**config.mk**
```make
export PLATFORM = sky130hd
export DESIGN_NAME = uart_rx_os_timer
export DESIGN_NICKNAME = d
export VERILOG_FILES = /design/src/rtl/uart_pkg.sv /design/src/rtl/uart_presc_check.sv /design/src/rtl/uart_rx_os_timer.sv
export SDC_FILE = /design/constraint.sdc
export NUM_CORES = 1
export LEC_CHECK = 0
export ABC_AREA = 1
export CAP_MARGIN = 10
export CELL_PAD_IN_SITES_DETAIL_PLACEMENT = 1
export CELL_PAD_IN_SITES_GLOBAL_PLACEMENT = 1
export CORE_ASPECT_RATIO = 2
export CORE_MARGIN = 5
export CORE_UTILIZATION = 42
export DETAILED_ROUTE_END_ITERATION = 16
export GPL_ROUTABILITY_DRIVEN = 0
export PLACE_DENSITY_LB_ADDON = 0.1
export SETUP_SLACK_MARGIN = 0.3
export SLEW_MARGIN = 10
export SYNTH_ARGS = -nofsm -noshare
export SYNTH_HDL_FRONTEND = slang
export SYNTH_HIERARCHICAL = 1
export SYNTH_SLANG_ARGS = --single-unit
```
**constraint.sdc**
```tcl
create_clock -name CLK -period 7.65 [get_ports CLK]
set_input_delay 1.1475 -clock CLK [delete_from_list [all_inputs] [get_ports CLK]]
set_output_delay 1.1475 -clock CLK [all_outputs]
set_load 0.01 [all_outputs]
```
**src/rtl/uart_pkg.sv**
```systemverilog
// Shared UART timing definitions: FSM state encoding and prescale helpers.
// Pure declarations; no latency, no backpressure.
package uart_pkg;

    typedef enum logic [1:0] {
        IDLE = 2'd0,
        RUN  = 2'd1,
        ERR  = 2'd2
    } state_t;

    localparam logic [31:0] MIN_PRESCALE = 32'd4;

    // Power of two within [MIN_PRESCALE, max_ps].
    function automatic logic is_legal_prescale(input logic [31:0] ps, input logic [31:0] max_ps);
        return (ps >= MIN_PRESCALE) && (ps <= max_ps) && ((ps & (ps - 32'd1)) == 32'd0);
    endfunction

    function automatic logic [31:0] sample_mid(input logic [31:0] ps);
        return ps >> 1;
    endfunction

endpackage

```
**src/rtl/uart_presc_check.sv**
```systemverilog
// Combinational prescale/frame-length legality plus the derived mid-sample and last-edge indices.
// Zero latency; no backpressure.
module uart_presc_check
    import uart_pkg::*;
#(
    parameter int MAX_PRESCALE = 32,
    parameter int PRESCALE_W   = 6,
    parameter int EDGE_W       = 5,
    parameter int BIT_W        = 4
) (
    input  logic [PRESCALE_W-1:0] prescale,
    input  logic [BIT_W-1:0]      frame_bits,
    output logic                  legal,
    output logic [EDGE_W:0]       mid,
    output logic [EDGE_W:0]       last_edge
);

    logic ps_ok;
    logic fb_ok;

    assign ps_ok = is_legal_prescale(32'(prescale), 32'(MAX_PRESCALE));
    // A frame needs at least a start and a stop bit.
    assign fb_ok = (frame_bits >= BIT_W'(2));
    assign legal = ps_ok && fb_ok;

    // One bit wider than edge_cnt so prescale = MAX_PRESCALE still fits.
    assign mid       = (EDGE_W+1)'(sample_mid(32'(prescale)));
    assign last_edge = (EDGE_W+1)'(prescale) - (EDGE_W+1)'(1);

endmodule

```
**src/rtl/uart_rx_os_timer.sv**
```systemverilog
// Oversampling bit/frame timer for the UART receiver: counts edges per bit and bits per frame, decodes sample strobes.
// Strobes are same-cycle decodes of registered counters; no backpressure, enable low clears at the next edge.
module uart_rx_os_timer
    import uart_pkg::*;
#(
    parameter int MAX_PRESCALE = 32,
    parameter int PRESCALE_W   = 6,
    parameter int EDGE_W       = 5,
    parameter int BIT_W        = 4
) (
    input  logic                  CLK,
    input  logic                  RST,
    input  logic                  enable,
    input  logic [PRESCALE_W-1:0] prescale,
    input  logic [BIT_W-1:0]      frame_bits,
    output logic [EDGE_W-1:0]     edge_cnt,
    output logic [BIT_W-1:0]      bit_cnt,
    output logic                  sample_stb,
    output logic [1:0]            sample_idx,
    output logic                  bit_done,
    output logic                  frame_done,
    output logic                  cfg_err
);

    state_t                state;
    logic [PRESCALE_W-1:0] ps_q;
    logic [BIT_W-1:0]      fb_q;

    logic [PRESCALE_W-1:0] eff_ps;
    logic [BIT_W-1:0]      eff_fb;
    logic [BIT_W-1:0]      fb_last;
    logic                  legal;
    logic [EDGE_W:0]       mid;
    logic [EDGE_W:0]       mid_lo;
    logic [EDGE_W:0]       mid_hi;
    logic [EDGE_W:0]       last_edge;
    logic [EDGE_W:0]       e_ext;
    logic                  run_ok;
    logic                  at_last;
    logic                  at_frame_end;

    // The start cycle runs from the live inputs; afterwards only the captured copy is used.
    assign eff_ps = (state == RUN) ? ps_q : prescale;
    assign eff_fb = (state == RUN) ? fb_q : frame_bits;

    uart_presc_check #(
        .MAX_PRESCALE (MAX_PRESCALE),
        .PRESCALE_W   (PRESCALE_W),
        .EDGE_W       (EDGE_W),
        .BIT_W        (BIT_W)
    ) u_presc_check (
        .prescale   (eff_ps),
        .frame_bits (eff_fb),
        .legal      (legal),
        .mid        (mid),
        .last_edge  (last_edge)
    );

    assign e_ext        = {1'b0, edge_cnt};
    assign mid_lo       = mid - (EDGE_W+1)'(1);
    assign mid_hi       = mid + (EDGE_W+1)'(1);
    assign fb_last      = eff_fb - BIT_W'(1);
    assign at_last      = (e_ext == last_edge);
    assign at_frame_end = (bit_cnt == fb_last);
    assign run_ok       = enable && ((state == RUN) || ((state == IDLE) && legal));

    always_comb begin
        sample_stb = 1'b0;
        sample_idx = 2'd0;
        bit_done   = 1'b0;
        frame_done = 1'b0;
        if (run_ok) begin
            if (e_ext == mid_lo) begin
                sample_stb = 1'b1;
                sample_idx = 2'd0;
            end else if (e_ext == mid) begin
                sample_stb = 1'b1;
                sample_idx = 2'd1;
            end else if (e_ext == mid_hi) begin
                sample_stb = 1'b1;
                sample_idx = 2'd2;
            end
            bit_done   = at_last;
            frame_done = at_last && at_frame_end;
        end
    end

    always_ff @(posedge CLK or negedge RST) begin
        if (!RST) begin
            state    <= IDLE;
            ps_q     <= '0;
            fb_q     <= '0;
            edge_cnt <= '0;
            bit_cnt  <= '0;
            cfg_err  <= 1'b0;
        end else if (!enable) begin
            state    <= IDLE;
            edge_cnt <= '0;
            bit_cnt  <= '0;
            cfg_err  <= 1'b0;
        end else begin
            case (state)
                IDLE: begin
                    if (legal) begin
                        state <= RUN;
                        ps_q  <= prescale;
                        fb_q  <= frame_bits;
                    end else begin
                        state   <= ERR;
                        cfg_err <= 1'b1;
                    end
                end
                RUN: ;
                default: begin
                    edge_cnt <= '0;
                    bit_cnt  <= '0;
                end
            endcase
            // Counting also covers the capture cycle, which is edge 0 of bit 0.
            if (run_ok) begin
                if (at_last) begin
                    edge_cnt <= '0;
                    bit_cnt  <= at_frame_end ? '0 : bit_cnt + BIT_W'(1);
                end else begin
                    edge_cnt <= edge_cnt + EDGE_W'(1);
                end
            end
        end
    end

endmodule

```
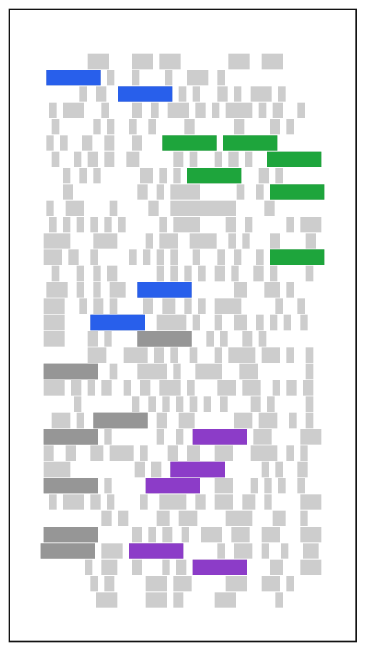
*Sequential cells colored by netlist name*
Drawn at 6 px/µm. Other sequential cells in the stronger gray, the rest of the logic in the fainter gray.
Key: ps_q = green [placed flops 6, where upper right]; fb_q = blue [placed flops 4]; edge_cnt = purple [placed flops 5, where bottom center]
Another 7 sequential cells are not colored.

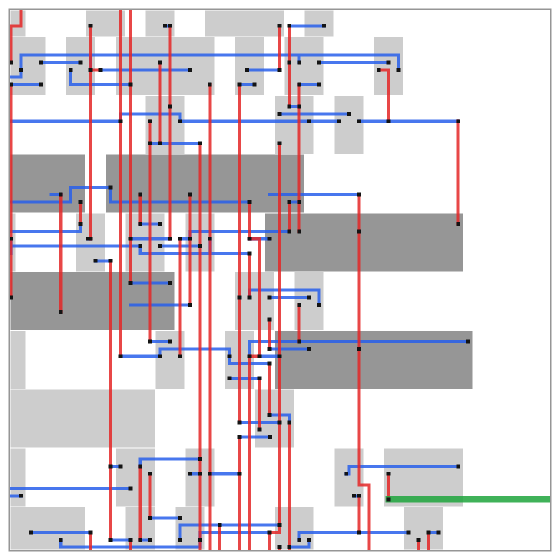
*Zoomed window*
Window x 31 to 56, y 66 to 91 µm. Cells in gray, sequential cells in the stronger gray; small squares are vias.
Key: met2 = red; met1 = blue; met3 = green
31 logic cells have their middle in the window. Netlist names of flops here include ps_q (4). Sequential cells in the window: 4. Most frequent: nor2_1 (5), nand2_1 (5), o21ai_0 (5).

==> flow_metrics.tcl <==
# implementation run metrics
set metrics [dict create \
    start_kind "input pin" \
    track_usage_pct 17.9 \
    hold_start "cfg_err" \
    swShare_pct 30.3 \
    hold_ws_ns 0.492 \
    fillers 593 \
    outcome "finished clean" \
    period_needed_ns 5.57 \
    final_common_cell "nand2_1" \
    utilization_pct 51.1 \
    post_cts.repair.setup_buffers 0 \
    simple_gate_share_pct 31.9 \
    min_path_cells 2 \
    yosys.area.top_type "dfrtp_1" \
    maxSlewHeadroom_pct 49.4 \
    synth.distinct_cells 32 \
    top_power_group "sequential cells" \
    use_met2_pct 35.1 \
    ys_seq_elements 22 \
    cp_data_arrival_time_ns 4.42 \
    overflow 0 \
    cts-root-buf "clkbuf_8" \
    muxShareOfSynthArea_pct 0 \
    dp.cells 352 \
    critPathLaunch "prescale[1]" \
    p_per_area_nw_per_um2 149 \
    crit_chain "clkdlybuf4s50_1 > inv_1 > a21oi_1 > inv_1 > ha_1 > nand2_1 > ha_1 > inv_1 > nand2_1 > nor2_1 > nand2_1 > nor2_2 > o21ai_2 > inv_1 > nand4_1 > nand2_1 > clkdlybuf4s50_1" \
    vias 1783 \
    antenna_found_initial 0 \
    syn_nets 307 \
    path_clk_slew_ns 0.09 \
    register_area_um2 551 \
    ant_nets 0 \
    numPortBuffers 27 \
    yosys_warnings 6 \
    fp.dieH_um 105 \
    ctsHoldBuffers 0 \
    drt_iter0_drc 30 \
    hold_class "reg2reg" \
    netlist_logic_family_top "simple AND/OR/NAND/NOR gates" \
    pwr-share-seq_pct 42.2 \
    power_frac_clock_pct 33.8 \
]
Power is estimated from default activity; no workload was simulated.
